File: src/rtl/cmd_queue_irq_coalesce.sv
// Per-source (SQ/CQ) interrupt coalescing with count threshold and timeout, issuing one
// vectored request at a time over req/ack. Optional statistics: CMD_QUEUE_IRQ_COALESCE_STATS_EN.
module cmd_queue_irq_coalesce #(
  parameter int unsigned C_CNT_WIDTH = 8,
  parameter int unsigned C_TMR_WIDTH = 16
) (
  input  logic                   aclk,
  input  logic                   areset,
  input  logic                   irq_sq_in,
  input  logic                   irq_cq_in,
  input  logic                   cfg_enable,
  input  logic [C_CNT_WIDTH-1:0] cfg_threshold,
  input  logic [C_TMR_WIDTH-1:0] cfg_timeout,
  output logic                   irq_req,
  output logic                   irq_vec,
  input  logic                   irq_ack,
  output logic [C_CNT_WIDTH-1:0] sq_pending,
  output logic [C_CNT_WIDTH-1:0] cq_pending
`ifdef CMD_QUEUE_IRQ_COALESCE_STATS_EN
  ,
  input  logic                   stat_clr,
  output logic [31:0]            stat_sq_sent,
  output logic [31:0]            stat_cq_sent
`endif
);

  typedef enum logic {ST_IDLE, ST_REQ} state_t;

  localparam logic [C_CNT_WIDTH-1:0] CNT_ONE = {{(C_CNT_WIDTH-1){1'b0}}, 1'b1};
  localparam logic [C_CNT_WIDTH-1:0] CNT_MAX = '1;
  localparam logic [C_TMR_WIDTH-1:0] TMR_ONE = {{(C_TMR_WIDTH-1){1'b0}}, 1'b1};
  localparam logic [C_TMR_WIDTH-1:0] TMR_MAX = '1;

  state_t                 state;
  logic                   rr;
  logic [1:0]             irq_in;
  logic [1:0]             irq_q;
  logic [1:0]             evt;
  logic [1:0]             ready;
  logic [1:0]             ready_q;
  logic [1:0]             granted;
  logic [1:0]             clr;
  logic                   ack_take;
  logic                   gnt_sel;
  logic [C_CNT_WIDTH-1:0] thr_eff;
  logic [C_CNT_WIDTH-1:0] cnt [2];
  logic [C_TMR_WIDTH-1:0] tmr [2];

  // Index 0 is SQ, index 1 is CQ, matching the irq_vec encoding.
  assign irq_in     = {irq_cq_in, irq_sq_in};
  assign evt        = irq_in & ~irq_q;
  assign sq_pending = cnt[0];
  assign cq_pending = cnt[1];
  assign thr_eff    = (cfg_threshold == '0) ? CNT_ONE : cfg_threshold;
  assign ack_take   = (state == ST_REQ) && irq_ack;
  assign granted    = (state == ST_REQ) ? {irq_vec, ~irq_vec} : 2'b00;
  assign clr        = ack_take ? granted : 2'b00;
  assign gnt_sel    = (ready_q == 2'b11) ? rr : ready_q[1];

  always_comb begin
    ready = '0;
    for (int unsigned i = 0; i < 2; i++) begin
      ready[i] = (cnt[i] != '0) &&
                 ((cnt[i] >= thr_eff) || ((cfg_timeout != '0) && (tmr[i] >= cfg_timeout)));
    end
  end

  always_ff @(posedge aclk or posedge areset) begin
    if (areset) begin
      irq_q <= '0;
    end else begin
      irq_q <= irq_in;
    end
  end

  // ready_q of a just-acked source is dropped so a stale value cannot re-grant an emptied counter.
  always_ff @(posedge aclk or posedge areset) begin
    if (areset) begin
      ready_q <= '0;
      for (int unsigned i = 0; i < 2; i++) begin
        cnt[i] <= '0;
        tmr[i] <= '0;
      end
    end else begin
      ready_q <= ready & ~clr;
      for (int unsigned i = 0; i < 2; i++) begin
        if (clr[i]) begin
          cnt[i] <= evt[i] ? CNT_ONE : '0;
        end else if (evt[i] && (cnt[i] != CNT_MAX)) begin
          cnt[i] <= cnt[i] + CNT_ONE;
        end

        if (clr[i] || (cnt[i] == '0)) begin
          tmr[i] <= '0;
        end else if (!granted[i] && (tmr[i] != TMR_MAX)) begin
          tmr[i] <= tmr[i] + TMR_ONE;
        end
      end
    end
  end

  always_ff @(posedge aclk or posedge areset) begin
    if (areset) begin
      state   <= ST_IDLE;
      irq_req <= 1'b0;
      irq_vec <= 1'b0;
      rr      <= 1'b0;
    end else begin
      case (state)
        ST_IDLE: begin
          if (cfg_enable && (ready_q != 2'b00)) begin
            state   <= ST_REQ;
            irq_req <= 1'b1;
            irq_vec <= gnt_sel;
          end
        end
        ST_REQ: begin
          if (irq_ack) begin
            state   <= ST_IDLE;
            irq_req <= 1'b0;
            rr      <= ~irq_vec;
          end
        end
        default: begin
          state   <= ST_IDLE;
          irq_req <= 1'b0;
        end
      endcase
    end
  end

`ifdef CMD_QUEUE_IRQ_COALESCE_STATS_EN
  always_ff @(posedge aclk or posedge areset) begin
    if (areset) begin
      stat_sq_sent <= '0;
      stat_cq_sent <= '0;
    end else if (stat_clr) begin
      stat_sq_sent <= '0;
      stat_cq_sent <= '0;
    end else if (ack_take) begin
      if (irq_vec) begin
        stat_cq_sent <= stat_cq_sent + 32'd1;
      end else begin
        stat_sq_sent <= stat_sq_sent + 32'd1;
      end
    end
  end
`endif

endmodule

File: config.mk
export PLATFORM = sky130hd
export DESIGN_NAME = cmd_queue_irq_coalesce
export DESIGN_NICKNAME = d
export VERILOG_FILES = /design/src/rtl/cmd_queue_irq_coalesce.sv
export SDC_FILE = /design/constraint.sdc
export NUM_CORES = 1
export LEC_CHECK = 0
export CAP_MARGIN = 20
export CORE_UTILIZATION = 50
export CTS_CLUSTER_DIAMETER = 60
export DETAILED_ROUTE_END_ITERATION = 12
export HOLD_SLACK_MARGIN = 0.12
export PLACE_DENSITY_LB_ADDON = 0.15
export SETUP_SLACK_MARGIN = 0.5
export SYNTH_ARGS = -nofsm -noshare
export SYNTH_HDL_FRONTEND = slang
export SYNTH_SLANG_ARGS = --single-unit
File: constraint.sdc
create_clock -name aclk -period 2.6 [get_ports aclk]
set_clock_uncertainty 0.2 [all_clocks]
set_input_delay 0.52 -clock aclk [delete_from_list [all_inputs] [get_ports aclk]]
set_output_delay 0.52 -clock aclk [all_outputs]
set_load 0.005 [all_outputs]
Figure 1. Pin map.
(4 px per micron) Pins as bars across the die edge, other pins in grey.
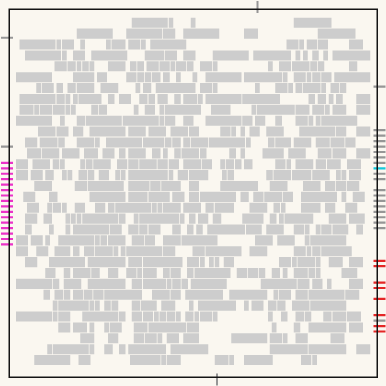
legend:
  cq_pending:
    colour: red
    pins: 8
    direction: output
    edge: right
  cfg_timeout:
    colour: magenta
    pins: 16
    direction: input
    edge: left
  cfg_enable:
    colour: cyan
    pins: 1
    direction: input
    edge: right
all pins by edge: 28 right, 18 left, 1 bottom, 1 top

Figure 2. Clock routing.
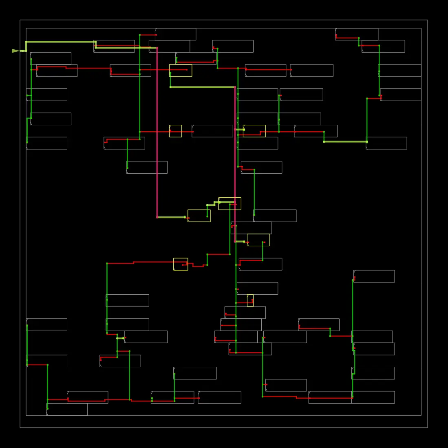
TritonCTS buffer count: 5
layout sequential cell count: 56
Layout clock buffers: 6

==> run notes <==
fresh numbers from the pnr run: status finished, final reports clean, Synth Warn # 0, Final Hold Slack roughly 300 ps, placed cell areas between 4000 and 5000 sq um, endpoint of the worst-slack reg-to-reg timing path ready_q[1], switching power of the nets 1400 uW, largest area contributor in the synthesized netlist dfrtp_1, post-synthesis instance total between 400 and 500, number of warnings in the stage logs 31, largest cells by area after synthesis dfrtp_1 (35%), ha_1 (17%), xnor2_1 (5.9%), relative contribution of combinational cells to total power about 45%, Hold WC Path Type register to register, count of multi-input gates ~340, number of standard cells in the final layout excluding fillers about 630, Synth Flop Type dfrtp_1, routed length per instance 16.7 microns, sequential cell area about 1400 sq um, data arrival time of the critical path 2190 ps, number of levels in the clock H-tree 2, Port Buf Inserts between 40 and 50, hold wc startpoint ready_q[0], worst-margin pin slew ~450 ps, Area Growth Syn to Fin 33.3%, CORE AREA about 7700 sq um, synthesized area between 4000 and 5000 sq um, Setup Slack @ Placement -364 ps, critical path's largest stage delay 280 ps, largest family of logic cells by area simple AND/OR/NAND/NOR gates, total via count in the routed design 3645, fraction of the mapped netlist area in compound gates between 10% and 20%, count of buffer and inverter cells on the critical path 1, mux share less than 1%, sequential area share after synthesis 34.9%, most popular library cell in the synthesized design by count dfrtp_1, Final Worst Setup Slack approximately 400 ps, top post-synthesis cells by count dfrtp_1 (56), ha_1 (54), nor2_1 (46), tapcell count a little over 100, Total Power Consumption 3500 uW, number of non-clock buffers in the layout approximately 84, layout cell share with drive strength beyond 1 approximately a quarter, antenna diode count 0, sum of negative setup slack 0 ps, CP required between 2000 and 3000 ps, combinational share of cell area 52.6%, number of hold-slack violations in the final timing report 0, layer with the highest usage after global routing met2, clock network latency to the later pin of the worst-skew pair about 310 ps, CP Launch Type primary input, Worst Reg-to-Reg Cells 8, relative slew slack between 70% and 80%, number of detailed-route iterations in the first pass 5, register containing the most flip-flops in the final layout tmr, Yosys cell types between 50 and 60, Layout clock area frac roughly 1.7%, Post-Layout Inst Area ~5300 sq um, Max Used Layer met4, Endpoint, Worst Hold irq_vec, total met3 wirelength after detailed routing a little under 600 microns, worst hold path cell count 1, I/O pins roughly 48, switching part of the total between 30% and 40%, maximum vdd drop between 300 and 400 uV, CTS root buf clkbuf_8, Inverters approximately 40, average size of a mapped cell 9.14 sq um
Figure 3. Cells coloured by class.
(3 px per micron)
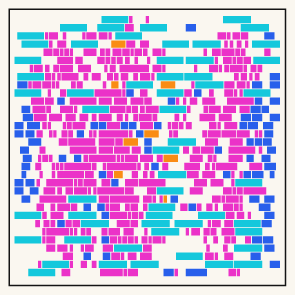
legend:
  remaining buffers and delay cells:
    colour: blue
    cells: 84
    share_of_their_area: 14%
  clock drivers and dummy loads:
    colour: orange
    cells: 8
    share_of_their_area: 1.7%
  registers:
    colour: cyan
    cells: 56
    share_of_their_area: 27%
  remaining logic cells:
    colour: magenta
    cells: 375
    share_of_their_area: 57%

Figure 4. Local utilization.
(4 px per micron) 9 x 9 tiles, from black (low) to pale yellow (high), 0 to 100% covered.
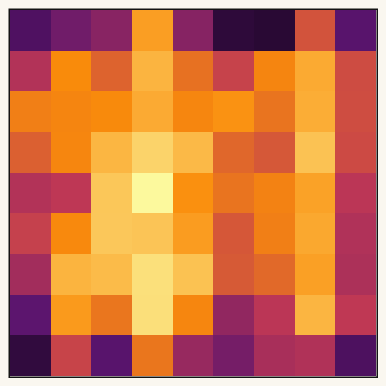
fullest tile: 99%
mean over tiles: 62%
densest ninth of the die: middle
tiles over 75% full: 32%

## how the worst max path moves through the flow
stage / to / slack, ps / cells after the start
floorplan: ready_q[1] / 390 / 8
global placement: ready_q[0] / -290 / 9
detailed placement: ready_q[0] / -360 / 9
CTS: ready_q[0] / 370 / 9
global route: ready_q[0] / 340 / 9
finish: ready_q[0] / 400 / 9
## power groups by stage
stage,Clock (uW),Combinational (uW),Sequential (uW)
2_1_floorplan,0,828,1310
6_report,495,1590,1420
4_1_cts,502,1470,1380
5_1_grt,539,1750,1460
3_5_place_dp,0,1310,1400
3_3_place_gp,0,1240,1380
## timing repair
item,CTS,global route
setup endpoints to repair,19,22
setup buffers,7,3
resized,85,40
pin swaps,23,15
gates cloned,0,0
Power and IR drop assume default switching activity.
